==> run_1/cell_classes.png <==
Fill, decap, tap and diode cells in gray.
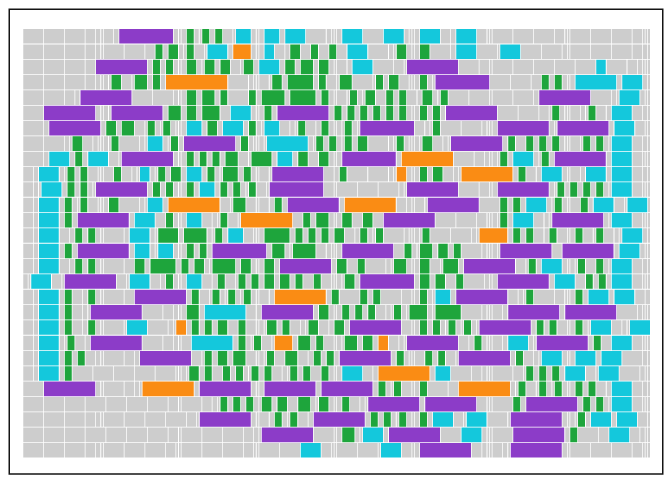
==> run_1/final_clocks.png <==
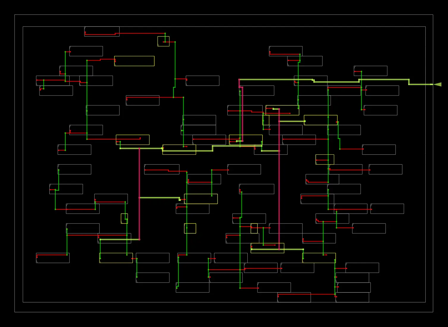
==> run_1/wire_density.png <==
The bar under the picture is 20 µm long. 23 x 16 tiles, from dark blue (low) to red (high), scaled to the fullest tile. Values are wire area over tile area, all layers added.
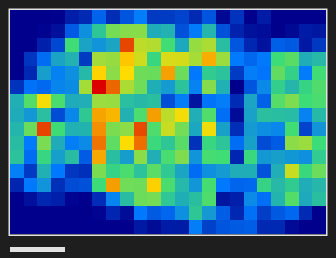
File: src/rtl/lb_row_scheduler.sv
// Rotates a frame's pixel rows through three line buffers and launches one conv pass per new resident row.
// Latency: buffer write 1 cycle after transfer; pass launches 2 cycles after the row-completing word.
// Backpressure: in_ready only while filling; in_valid low stalls the fill, WAIT holds until conv_done.
module lb_row_scheduler #(
    parameter int DATA_W = 24,
    parameter int ROW_W  = 800,
    parameter int ADDR_W = 10,
    parameter int IMG_H  = 32
) (
    input  logic              clk,
    input  logic              rst,
    input  logic              start,
    input  logic              in_valid,
    input  logic [DATA_W-1:0] in_data,
    output logic              in_ready,
    output logic [2:0]        lb_wr_en,
    output logic [ADDR_W-1:0] lb_wr_addr,
    output logic [DATA_W-1:0] lb_wr_data,
    output logic              conv_valid,
    output logic [1:0]        conv_k,
    input  logic              conv_done,
    output logic              busy,
    output logic              frame_done,
    output logic [ADDR_W-1:0] pass_cnt
);

    typedef enum logic [2:0] {
        S_IDLE   = 3'd0,
        S_FILL   = 3'd1,
        S_LAUNCH = 3'd2,
        S_WAIT   = 3'd3,
        S_DONE   = 3'd4
    } state_t;

    localparam logic [ADDR_W-1:0] COL_LAST  = ADDR_W'(ROW_W - 1);
    // Completing pass number IMG_H-3 (0-based) finishes the frame.
    localparam logic [ADDR_W-1:0] PASS_LAST = ADDR_W'(IMG_H - 3);

    state_t            state;
    state_t            state_nxt;
    logic [ADDR_W-1:0] col;
    logic [1:0]        res_rows;
    logic [1:0]        wptr;
    logic [1:0]        top;
    logic              xfer;
    logic              row_end;

    function automatic logic [1:0] inc3(input logic [1:0] v);
        return (v == 2'd2) ? 2'd0 : v + 2'd1;
    endfunction

    assign xfer    = in_valid & in_ready;
    assign row_end = xfer && (col == COL_LAST);

    always_ff @(posedge clk or negedge rst) begin
        if (!rst) begin
            state <= S_IDLE;
        end else begin
            state <= state_nxt;
        end
    end

    always_comb begin
        state_nxt = state;
        case (state)
            S_IDLE:   if (start) state_nxt = S_FILL;
            S_FILL:   if (row_end && res_rows == 2'd2) state_nxt = S_LAUNCH;
            S_LAUNCH: state_nxt = S_WAIT;
            S_WAIT:   if (conv_done) state_nxt = (pass_cnt == PASS_LAST) ? S_DONE : S_FILL;
            S_DONE:   state_nxt = S_IDLE;
            default:  state_nxt = S_IDLE;
        endcase
    end

    always_comb begin
        in_ready   = (state == S_FILL);
        conv_valid = (state == S_WAIT);
        busy       = (state != S_IDLE);
        frame_done = (state == S_DONE);
    end

    always_ff @(posedge clk or negedge rst) begin
        if (!rst) begin
            lb_wr_en   <= '0;
            lb_wr_addr <= '0;
            lb_wr_data <= '0;
            conv_k     <= '0;
            pass_cnt   <= '0;
            col        <= '0;
            res_rows   <= '0;
            wptr       <= '0;
            top        <= '0;
        end else begin
            lb_wr_en <= '0;
            if (xfer) begin
                lb_wr_en   <= 3'(3'b001 << wptr);
                lb_wr_addr <= col;
                lb_wr_data <= in_data;
                if (col == COL_LAST) begin
                    col      <= '0;
                    res_rows <= res_rows + 2'd1;
                    wptr     <= inc3(wptr);
                end else begin
                    col <= col + 1'b1;
                end
            end
            case (state)
                S_IDLE: begin
                    if (start) begin
                        col      <= '0;
                        res_rows <= '0;
                        wptr     <= '0;
                        top      <= '0;
                        pass_cnt <= '0;
                    end
                end
                S_LAUNCH: conv_k <= top;
                S_WAIT: begin
                    // Oldest row is consumed; the next fill lands in the buffer just freed.
                    if (conv_done) begin
                        pass_cnt <= pass_cnt + 1'b1;
                        top      <= inc3(top);
                        res_rows <= 2'd2;
                    end
                end
                default: ;
            endcase
        end
    end

endmodule

File: config.mk
export PLATFORM = sky130hd
export DESIGN_NAME = lb_row_scheduler
export DESIGN_NICKNAME = d
export VERILOG_FILES = /design/src/rtl/lb_row_scheduler.sv
export SDC_FILE = /design/constraint.sdc
export NUM_CORES = 1
export LEC_CHECK = 0
export ABC_AREA = 1
export CAP_MARGIN = 10
export CELL_PAD_IN_SITES_DETAIL_PLACEMENT = 1
export CELL_PAD_IN_SITES_GLOBAL_PLACEMENT = 1
export CORE_ASPECT_RATIO = 0.7
export CORE_MARGIN = 2
export CORE_UTILIZATION = 35
export CTS_CLUSTER_SIZE = 28
export DETAILED_ROUTE_END_ITERATION = 10
export PLACE_DENSITY = 0.88
export SLEW_MARGIN = 20
export SYNTH_ARGS = -nofsm -noshare
export SYNTH_HDL_FRONTEND = slang
export SYNTH_SLANG_ARGS = --single-unit
File: constraint.sdc
create_clock -name clk -period 1.75 [get_ports clk]
set_input_delay 0.35 -clock clk [delete_from_list [all_inputs] [get_ports clk]]
set_output_delay 0.35 -clock clk [all_outputs]
set_load 0.01 [all_outputs]
==> impl_metrics.py, run 1 <==
# Flow results
metrics = {
    "run_status": {
        "status": "complete, no violations",
    },
    "clock_network": {
        "cts.reportedPaths.clkPinSlew_ns": 0.06,
        "post_cts_buffers": 0,
        "htree_levels": 3,
        "cts_buffers": 9,
        "post_cts_resized": 8,
        "clockBufferDepth": 2,
        "cts_tree": "yes",
        "holdBufCountCts": 0,
        "clockRootBuffer": "clkbuf_16",
    },
    "yosys": {
        "synth_area_um2": 3060,
        "async_reset_ff_share_pct": 100,
        "avgSynthCellArea_um2": 8.19,
        "syn_nets": 406,
        "synth.distinct_cells": 27,
        "top_area_share_pct": 55.7,
        "postSynthSeqShare_pct": 55.7,
        "yosys_cells": 373,
        "ff_type": "dfrtp_1",
        "common_cells": "nand2_1, dfrtp_1, nor2_1",
        "yosys_warnings": 0,
        "yosys-stat-area_um2": 3060,
        "post-synth-top-count-cell": "nand2_1",
        "netlist_instances": 373,
        "edf_count": 0,
        "top_cells_by_area": "dfrtp_1, nand2_1, nor2_1",
        "ys_ff": 68,
        "yosys.area.top_type": "dfrtp_1",
    },
    "timing": {
        "clock_skew_ns": 0.00391,
        "setup_tns_ns": 0,
        "worst_slack_ns": 0.0247,
        "timing.hold.ws_ns": 0.0207,
        "worst_pin_slew_ns": 0.383,
        "min_period_ns": 1.73,
        "setup_viol_count_final": 0,
        "period_used_pct": 98.6,
        "slew_violations": 0,
        "hold_viol": 0,
        "max_slew_margin_pct": 74.4,
        "fmax_mhz": 580,
        "rsz0062_at_grt": "yes",
    },
    "cells_and_area": {
        "lay_top_cells": "nand2_1, clkdlybuf4s50_1, dfrtp_1",
        "syn_to_final_growth_pct": 46.7,
        "drive_gt1_share_pct": 13.3,
        "n_antenna_cell": 0,
        "layout.nets": 508,
        "top_register": "lb_wr_data",
        "lay_top_count": "nand2_1",
        "fillers": 1050,
        "final_cells": 600,
        "largest_reg_flops": 24,
    },
    "drt": {
        "first_iter_violations": 146,
        "drtAntennaViolNets": 0,
        "drc": 0,
        "dr.pass1.iters": 4,
        "vias_per_cell": 4.78,
        "avgRoutedWirePerCell_um": 15.4,
    },
    "critical_path": {
        "end_kind": "primary output",
        "reg2regPathDepth": 9,
        "critPathTopFamily": "buffers and inverters",
        "path_cells": "buf_4 > nor3_1 > clkdlybuf4s15_1",
        "cp-start-kind": "flop",
        "crit_type": "flop to primary output",
        "critPathMaxStageDelay_ns": 0.43,
        "slowest_stage": "dfrtp_2",
        "path_max_fanout": 3,
        "crit_arrival_ns": 1.38,
        "cp_num_buf_inv": 2,
        "cp.required_ns": 1.40,
        "r2r-start": "state[2]",
        "timing.rr.end": "col[8]",
        "reg2reg_setup_slack_ns": 0.13,
    },
    "power": {
        "internal-power_mw": 4.43,
        "p_leak_nw": 2.14,
        "powerDensity_nw_per_um2": 1520,
        "comb_power_share_pct": 38.7,
        "p_clk_share_pct": 27.0,
        "switching_power_mw": 2.37,
        "p_sw_share_pct": 34.8,
        "seqPwrFrac_pct": 34.3,
        "ir_drop_mv": 0.592,
    },
    "die": {
        "die_x_um": 116,
        "die_area_um2": 9510,
        "die-height_um": 82.2,
        "fp_util_pct": 36.1,
        "std_cell_rows": 28,
        "io_pins": 82,
    },
    "grt": {
        "grt_pass1_vias": 3033,
        "grt_pass1_wl_um": 14500,
        "grt_max_degree": 69,
        "grt_util_met1_pct": 25.5,
        "grtUsageMet2_pct": 31.6,
        "grt.busiest_layer": "met2",
        "grt_use_met3_pct": 5.91,
        "antenna_found_initial": 0,
        "grt.overflow.total": 0,
    },
    "place": {
        "pre_cts_ws_ns": -0.124,
        "placed_cell_area_um2": 4120,
        "dp.cells": 579,
        "place_congestion": 0.859,
        "io_buffer_count": 81,
        "hpwlAfterDp_um": 6370,
    },
    "job": {
        "warnings": 29,
        "maxCapViolCount": 0,
    },
    "min_path": {
        "hold_class": "input port to asynchronous set/reset pin",
    },
}
Notes on cell_classes.png above:
Key: cyan = other buffers and delay cells [cells 101]; purple = flip-flops [cells 68]; green = all other logic [cells 295]; orange = clock drivers and dummy loads [cells 16]
post-route cell area: 4480 µm²
area of the core: 8480 µm²

Notes on final_clocks.png above:
clock sinks: 68
clk ins delay skew pair: 0.33 ns
Clock Buffer Count: 10
P_clk: 1.83 mW

Notes on wire_density.png above:
The mean over all tiles is 0.15. The fullest tile reaches 0.46. 26% of the tiles are over half the peak. 11% of the tiles are nearly empty. The emptiest ninth of the die: lower left.
All-Layer GR Usage: 19.4%
vias: 2,870
final wirelength: 9240 µm

[run 1: how the worst max path moves through the flow]
stage              from    endpoint  cells past startpoint
6_report       state[0]  frame_done                      3
5_1_grt        state[0]  frame_done                      3
4_1_cts        state[0]        busy                      5
3_5_place_dp   in_valid      col[8]                      8
3_3_place_gp   in_valid      col[8]                      8
2_1_floorplan    col[0]      col[9]                     10
[run 1: power by group through the flow]
stage / sequential (mW) / combinational [mW] / clock, mW
floorplan: 2.46 / 1.00 / 0
global placement: 2.34 / 2.45 / 0
detailed placement: 2.34 / 2.57 / 0
CTS: 2.34 / 2.57 / 1.86
global route: 2.40 / 2.90 / 1.94
finish: 2.34 / 2.63 / 1.83
[run 1: area by class of cell]
class | instances | area [µm²] | area share, %
flip-flops and latches | 68 | 1710 | 38.2
multi-input cells | 256 | 1180 | 26.3
repair buffers | 101 | 996 | 22.2
clock buffers | 10 | 239 | 5.33
well taps | 120 | 150 | 3.35
inverters | 39 | 146 | 3.27
clock inverters | 6 | 62.6 | 1.40
[run 1: metal layers]
metal	vias to the layer above	part of all wire [%]
li1	1381	-
met1	1396	47
met2	82	46
met3	11	6.1
met4	0	1.1
met5	-	0
[run 1: cell families after synthesis]
kind of cell,share of synthesized area [%]
adder cells (fa/ha/maj),1.64
XOR/XNOR,0.573
buffers and inverters,6.51
flip-flops,55.7
AND-OR/OR-AND,5.57
AND/OR/NAND/NOR,30.0
[run 1: through the flow]
| stage | total power [mW] | util [%] |
|---|---|---|
| after CTS | 6.78 | 52.2 |
| after detailed placement | 4.91 | 48.6 |
| after global placement | 4.79 | 48.6 |
| after global routing | 7.23 | 52.9 |
| after floorplan | 3.47 | - |
| final | 6.80 | 52.9 |
==> inputs of run 2 (changes only) <==
ABC_CLOCK_PERIOD_IN_PS = 1500   (was not set)
CORE_UTILIZATION = 32   (was 35)
CTS_CLUSTER_DIAMETER = 30   (was not set)
PLACE_DENSITY = 0.86   (was 0.88)
clock period = 1.5 ns   (was 1.75 ns; I/O delays follow)
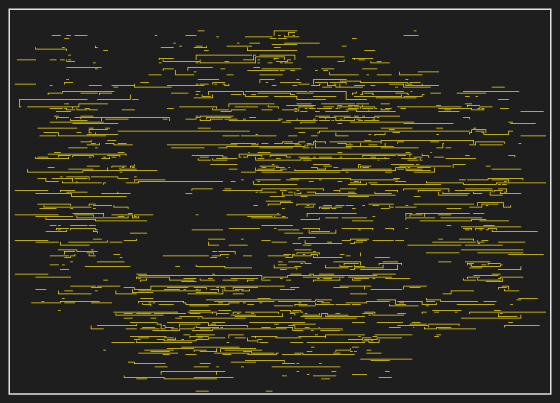
(run_2/met1.png)
The layer holds 44% of the routed length. The longest straight run is 38.6 µm. The layer carries 4,390 µm of wire.
grt met1 use: 24.7%
final wirelength: 9960 µm
vias: 3,015

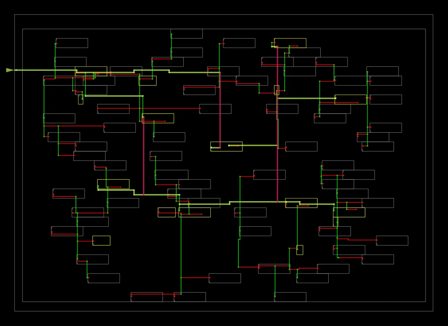
(run_2/final_clocks.png)
cts bufs inserted: 9
Clock Skew: 0.00711 ns
num sequential: 68
Clock Buffer Count: 15
P_clk: 2.01 mW

==> impl_metrics.py, run 2 <==
# Flow results
metrics = {
    "clock_network": {
        "clockBufferDepth": 2,
        "cts_tree": "yes",
        "clock.latency.late_pin_ns": 0.33,
        "cts.reportedPaths.clkPinSlew_ns": 0.06,
        "htree_levels": 3,
        "clockRootBuffer": "clkbuf_16",
    },
    "run_status": {
        "status": "finished, violations left",
        "violations": "negative setup slack",
    },
    "place": {
        "hpwlAfterDp_um": 6910,
        "io_buffer_count": 81,
        "pre_cts_ws_ns": -0.288,
        "placed_cell_area_um2": 4270,
        "place_congestion": 0.811,
    },
    "timing": {
        "rsz0062_at_grt": "yes",
        "worst_pin_slew_ns": 0.300,
        "fmax_mhz": 650,
        "period_used_pct": 103,
        "slew_violations": 0,
        "hold_viol": 0,
        "max_slew_margin_pct": 80.0,
        "worst_slack_ns": -0.0384,
        "min_period_ns": 1.54,
        "setup_viol_count_final": 5,
    },
    "critical_path": {
        "r2r-start": "state[2]",
        "reg2regPathDepth": 8,
        "reg2reg_setup_slack_ns": -0.04,
        "end_kind": "flop",
        "path_max_fanout": 5,
        "crit_arrival_ns": 1.76,
        "crit_type": "flop to flop",
        "cp-start-kind": "flop",
        "critPathCapture": "col[2]",
        "critPathLaunch": "state[2]",
        "timing.rr.end": "col[2]",
    },
    "drt": {
        "vias_per_cell": 4.74,
        "met3_wirelength_um": 520,
        "routed-wl-met2_um": 4910,
        "first_iter_violations": 117,
        "drc": 0,
        "wl_met1_um": 4390,
        "drtAntennaViolNets": 0,
        "dr.pass1.iters": 4,
        "top_layer": "met4",
    },
    "min_path": {
        "hold_class": "input port to asynchronous set/reset pin",
    },
    "yosys": {
        "edf_count": 0,
        "ff_type": "dfrtp_1",
        "avgSynthCellArea_um2": 8.19,
        "ys_ff": 68,
        "yosys.area.top_type": "dfrtp_1",
        "yosys-stat-area_um2": 3060,
        "synth_area_um2": 3060,
        "post-synth-top-count-cell": "nand2_1",
        "synth.distinct_cells": 27,
        "top_area_share_pct": 55.7,
        "postSynthSeqShare_pct": 55.7,
        "async_reset_ff_share_pct": 100,
        "yosys_warnings": 0,
        "top_cells_by_area": "dfrtp_1, nand2_1, nor2_1",
        "common_cells": "nand2_1, dfrtp_1, nor2_1",
        "syn_nets": 406,
        "yosys_cells": 373,
    },
    "power": {
        "internal-power_mw": 5.11,
        "p_leak_nw": 2.49,
        "powerDensity_nw_per_um2": 1690,
        "p_sw_share_pct": 36.1,
        "power-top-group": "combinational cells",
        "ir_drop_mv": 0.765,
        "comb_power_share_pct": 41.2,
        "seqPwrFrac_pct": 33.6,
        "seq_power_mw": 2.69,
        "switching_power_mw": 2.89,
    },
    "cells_and_area": {
        "syn_to_final_growth_pct": 55.0,
        "lay_top_cells": "nand2_1, dfrtp_1, dlygate4sd2_1",
        "lay_top_count": "nand2_1",
        "top_register": "lb_wr_data",
        "largest_reg_flops": 24,
        "drive_gt1_share_pct": 20.3,
        "n_antenna_cell": 0,
        "design_area_um2": 4740,
    },
    "job": {
        "maxCapViolCount": 0,
        "warnings": 29,
    },
    "grt": {
        "grt_pass1_vias": 3237,
        "grt.overflow.total": 0,
        "grt_max_degree": 23,
        "antenna_found_initial": 0,
        "grt_pass1_wl_um": 15600,
        "grt_use_met3_pct": 6.12,
        "grtUsageMet2_pct": 31.9,
        "grt.busiest_layer": "met2",
    },
    "die": {
        "io_pins": 82,
        "fp_util_pct": 33.3,
        "die_area_um2": 10400,
        "die-height_um": 85.8,
        "std_cell_rows": 29,
        "die_x_um": 121,
        "core_area_um2": 9180,
    },
}
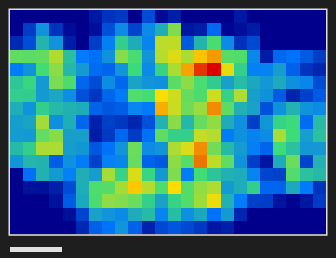
(run_2/wire_density.png)
The bar under the picture is 20 µm long. 24 x 17 tiles, from dark blue (low) to red (high), scaled to the fullest tile. Values are wire area over tile area, all layers added.
All-Layer GR Usage: 19.4%
DR WL/cell: 15.7 µm

## run 2: through the flow
step / std cells / hold slack (ns) / power, mW / setup TNS (ns) / utilization [%]
after detailed placement: 603 / 0.173 / 5.94 / -6.68 / 46.5
final: 636 / 0.362 / 7.99 / -0.137 / 51.6
after global routing: 636 / 0.386 / 8.50 / -1.34 / 51.6
after floorplan: 373 / 0.00441 / 4.05 / 0 / -
after global placement: 603 / 0.170 / 5.76 / -3.36 / 46.5
after CTS: 626 / 0.364 / 7.75 / -0.209 / 49.6
## run 2: critical path, cell delays in order, from the launching register on
cell and delay, ns:
dfrtp_1 0.42, inv_2 0.13, nand3_2 0.11, buf_6 0.14, nor2_4 0.18, buf_4 0.15
nand2_1 0.06, xor2_1 0.18, nor2_1 0.07
## run 2: layout make-up
class,instances,area [µm²]
inverter,39,149
timing repair buffer,133,1190
fill,1122,4440
sequential,68,1700
clock buffer,15,278
clock inverter,1,5.00
tap,124,155
multi-input combinational,256,1260
## run 2: worst min path at each step
stage                     slack (ns)             end  cells past startpoint  startpoint
after floorplan                0.004          col[0]                      0         rst
after global placement          0.17  lb_wr_data[19]                      1         rst
after detailed placement        0.17  lb_wr_data[19]                      1         rst
after CTS                       0.36          top[1]                      2         rst
after global routing            0.39          top[0]                      2         rst
final                           0.36          top[0]                      2         rst
## run 2: cell families after synthesis
family / synth area share, %
AND/OR/NAND/NOR: 30.0
adder cells (fa/ha/maj): 1.64
buffers and inverters: 6.51
XOR/XNOR: 0.573
AND-OR/OR-AND: 5.57
flip-flops: 55.7
## run 2: what timing repair did
action                                 4_1_cts  5_1_grt
pin swaps                                    3       16
setup endpoints to repair                   58       46
hold buffers                                 1        0
endpoints found under the hold margin        5        0
resized                                     71       35
cloned                                       0        0
setup buffers                                6       10
==> inputs of run 3 (changes only) <==
RECOVER_POWER = 50   (was not set)
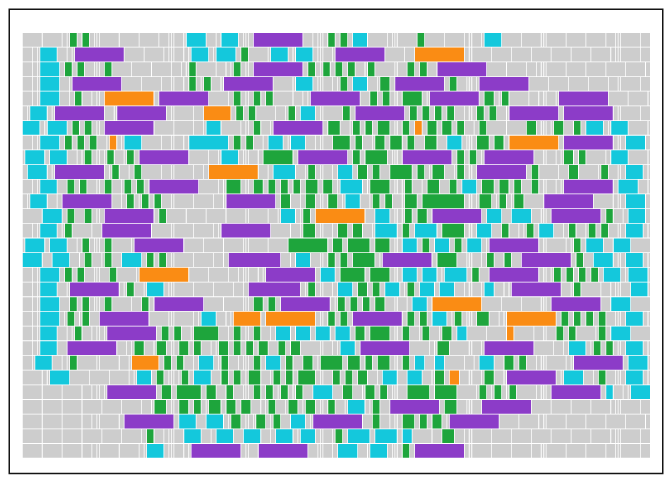
(run_3/cell_classes.png)
Fill, decap, tap and diode cells in gray.
Key: cyan = other buffers and delay cells [cells 133]; purple = flip-flops [cells 68]; orange = clock drivers and dummy loads [cells 16]; green = all other logic [cells 295]
Core Util, Final: 51.2%
Seq/total area: 36.2%
area of the core: 9180 µm²

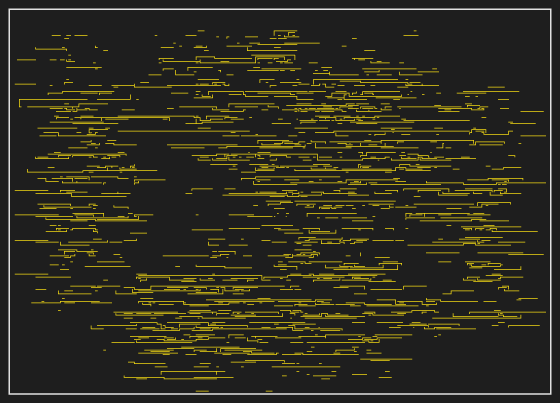
(run_3/met1.png)
The longest straight run is 30.4 µm. 478 nets have wire on it.
vias: 3,003
final wirelength: 9990 µm

==> impl_metrics.py, run 3 <==
# Flow results
metrics = {
    "run_status": {
        "status": "finished, violations left",
        "violations": "negative setup slack",
    },
    "yosys": {
        "async_reset_ff_share_pct": 100,
        "edf_count": 0,
        "common_cells": "nand2_1, dfrtp_1, nor2_1",
        "top_cells_by_area": "dfrtp_1, nand2_1, nor2_1",
        "synth_area_um2": 3060,
        "ff_type": "dfrtp_1",
        "postSynthSeqShare_pct": 55.7,
        "yosys_warnings": 0,
        "ys_ff": 68,
        "avgSynthCellArea_um2": 8.19,
        "yosys.area.top_type": "dfrtp_1",
        "yosys-stat-area_um2": 3060,
        "post-synth-top-count-cell": "nand2_1",
        "netlist_instances": 373,
        "top_area_share_pct": 55.7,
        "syn_nets": 406,
        "yosys_cells": 373,
        "synth.distinct_cells": 27,
    },
    "power": {
        "ir_drop_mv": 0.764,
        "p_sw_share_pct": 36.1,
        "p_clk_share_pct": 25.2,
        "switching_power_mw": 2.89,
        "p_total_mw": 7.98,
        "seqPwrFrac_pct": 33.7,
        "p_leak_nw": 2.46,
        "powerDensity_nw_per_um2": 1700,
        "comb_power_share_pct": 41.2,
        "internal-power_mw": 5.10,
    },
    "timing": {
        "worst_pin_slew_ns": 0.536,
        "period_used_pct": 102,
        "hold_viol": 0,
        "max_slew_margin_pct": 64.3,
        "worst_slack_ns": -0.0340,
        "slew_violations": 0,
        "setup_viol_count_final": 5,
        "setup_tns_ns": -0.143,
        "timing.hold.ws_ns": 0.404,
        "min_period_ns": 1.53,
        "clock_skew_ns": 0.00714,
        "fmax_mhz": 652,
        "rsz0062_at_grt": "yes",
    },
    "clock_network": {
        "cts_buffers": 9,
        "clockBufferDepth": 2,
        "cts_tree": "yes",
        "cts.sinks": 68,
        "clockRootBuffer": "clkbuf_16",
        "cts.reportedPaths.clkPinSlew_ns": 0.06,
        "clock.latency.late_pin_ns": 0.33,
        "htree_levels": 3,
    },
    "critical_path": {
        "r2r-start": "state[2]",
        "path_cells": "inv_2 > nand3_2 > buf_6 > nor2_4 > buf_4 > nand2_1 > xor2_1 > nor2_1",
        "cp-start-kind": "flop",
        "reg2reg_setup_slack_ns": -0.03,
        "end_kind": "flop",
        "crit_arrival_ns": 1.76,
        "slowest_stage": "dfrtp_1",
        "reg2regPathDepth": 8,
        "path_max_fanout": 5,
        "crit_type": "flop to flop",
        "timing.rr.end": "col[2]",
        "critPathTopFamily": "buffers and inverters",
        "cp.required_ns": 1.72,
        "critPathMaxStageDelay_ns": 0.42,
        "cp_num_buf_inv": 3,
    },
    "job": {
        "warnings": 29,
        "maxCapViolCount": 0,
    },
    "grt": {
        "grt_max_degree": 23,
        "grt_util_met1_pct": 24.7,
        "antenna_found_initial": 0,
        "grtUsageMet2_pct": 31.9,
        "grt.overflow.total": 0,
        "grt.busiest_layer": "met2",
        "grt_pass1_vias": 3237,
        "grt_pass1_wl_um": 15600,
        "grt_usage_pct": 19.4,
    },
    "drt": {
        "routed-wl-met2_um": 4920,
        "drc": 0,
        "drtAntennaViolNets": 0,
        "dr.pass1.iters": 4,
        "vias_per_cell": 4.72,
        "first_iter_violations": 115,
        "wl_met1_um": 4390,
        "top_layer": "met4",
        "met3_wirelength_um": 565,
        "avgRoutedWirePerCell_um": 15.7,
    },
    "min_path": {
        "hold_class": "input port to asynchronous set/reset pin",
    },
    "cells_and_area": {
        "lay_top_cells": "nand2_1, dfrtp_1, dlygate4sd2_1",
        "largest_reg_flops": 24,
        "syn_to_final_growth_pct": 53.8,
        "n_antenna_cell": 0,
        "top_register": "lb_wr_data",
        "drive_gt1_share_pct": 19.9,
        "fillers": 1127,
        "layout.nets": 540,
        "lay_top_count": "nand2_1",
    },
    "die": {
        "std_cell_rows": 29,
        "io_pins": 82,
        "die_x_um": 121,
        "die_area_um2": 10400,
        "fp_util_pct": 33.3,
        "die-height_um": 85.8,
    },
    "place": {
        "pre_cts_ws_ns": -0.288,
        "io_buffer_count": 81,
        "hpwlAfterDp_um": 6910,
        "place_congestion": 0.811,
    },
}
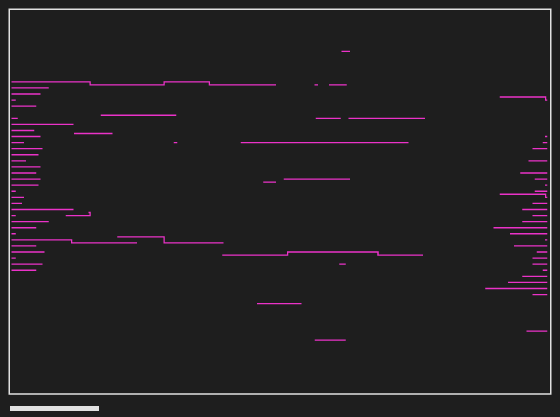
(run_3/met3.png)
The bar under the picture is 20 µm long.
The longest straight run is 37.3 µm. 66 nets have wire on it. The layer holds 5.7% of the routed length. The layer carries 565 µm of wire.
GR Util met3: 6.12%

[run 3: cells by family after synthesis]
| family | synth area share [%] |
|---|---|
| and+or+nand+nor | 30.0 |
| DFF | 55.7 |
| buffers and inverters | 6.51 |
| AOI/OAI and AO/OA | 5.57 |
| adders and majority gates | 1.64 |
| xor gates and xnor gates | 0.573 |
[run 3: final cells by class]
| cell class | instances | area, µm² | area share [%] |
|---|---|---|---|
| clock buffer | 15 | 278 | 5.91 |
| clock inverter | 1 | 5.00 | 0.106 |
| inverter | 39 | 149 | 3.17 |
| multi-input combinational | 256 | 1260 | 26.7 |
| sequential | 68 | 1700 | 36.2 |
| tap | 124 | 155 | 3.30 |
| timing repair buffer | 133 | 1150 | 24.6 |
[run 3: stage by stage]
step,std cells,cell area [µm²]
floorplan,373,3060
global placement,603,4270
detailed placement,603,4270
CTS,626,4550
global route,636,4700
finish,636,4700
[run 3: power by group through the flow]
| stage | Clock [mW] | Sequential [mW] | Combinational, mW |
|---|---|---|---|
| final | 2.01 | 2.69 | 3.29 |
| after detailed placement | 0 | 2.73 | 3.21 |
| after CTS | 2.06 | 2.69 | 3.00 |
| after global routing | 2.12 | 2.76 | 3.61 |
| after global placement | 0 | 2.70 | 3.06 |
| after floorplan | 0 | 2.88 | 1.17 |
[run 3: what timing repair did]
action / in CTS / in global routing
hold buffers: 1 / 0
setup buffers: 6 / 10
endpoints found under the setup margin: 58 / 46
gates resized: 71 / 35
endpoints found under the hold margin: 5 / 0
pin swaps: 3 / 16
[run 3: how the worst max path moves through the flow]
stage                   from     end  slack, ns  cells after the start
floorplan             col[0]  col[9]       0.09                     10
global route        state[2]  col[3]      -0.13                      8
CTS                 state[0]    busy      -0.09                      5
finish              state[2]  col[2]      -0.03                      8
global placement    in_valid  col[8]      -0.17                      8
detailed placement  in_valid  col[9]      -0.29                      8
No activity file was given, so power comes from the tool's default toggle rates.
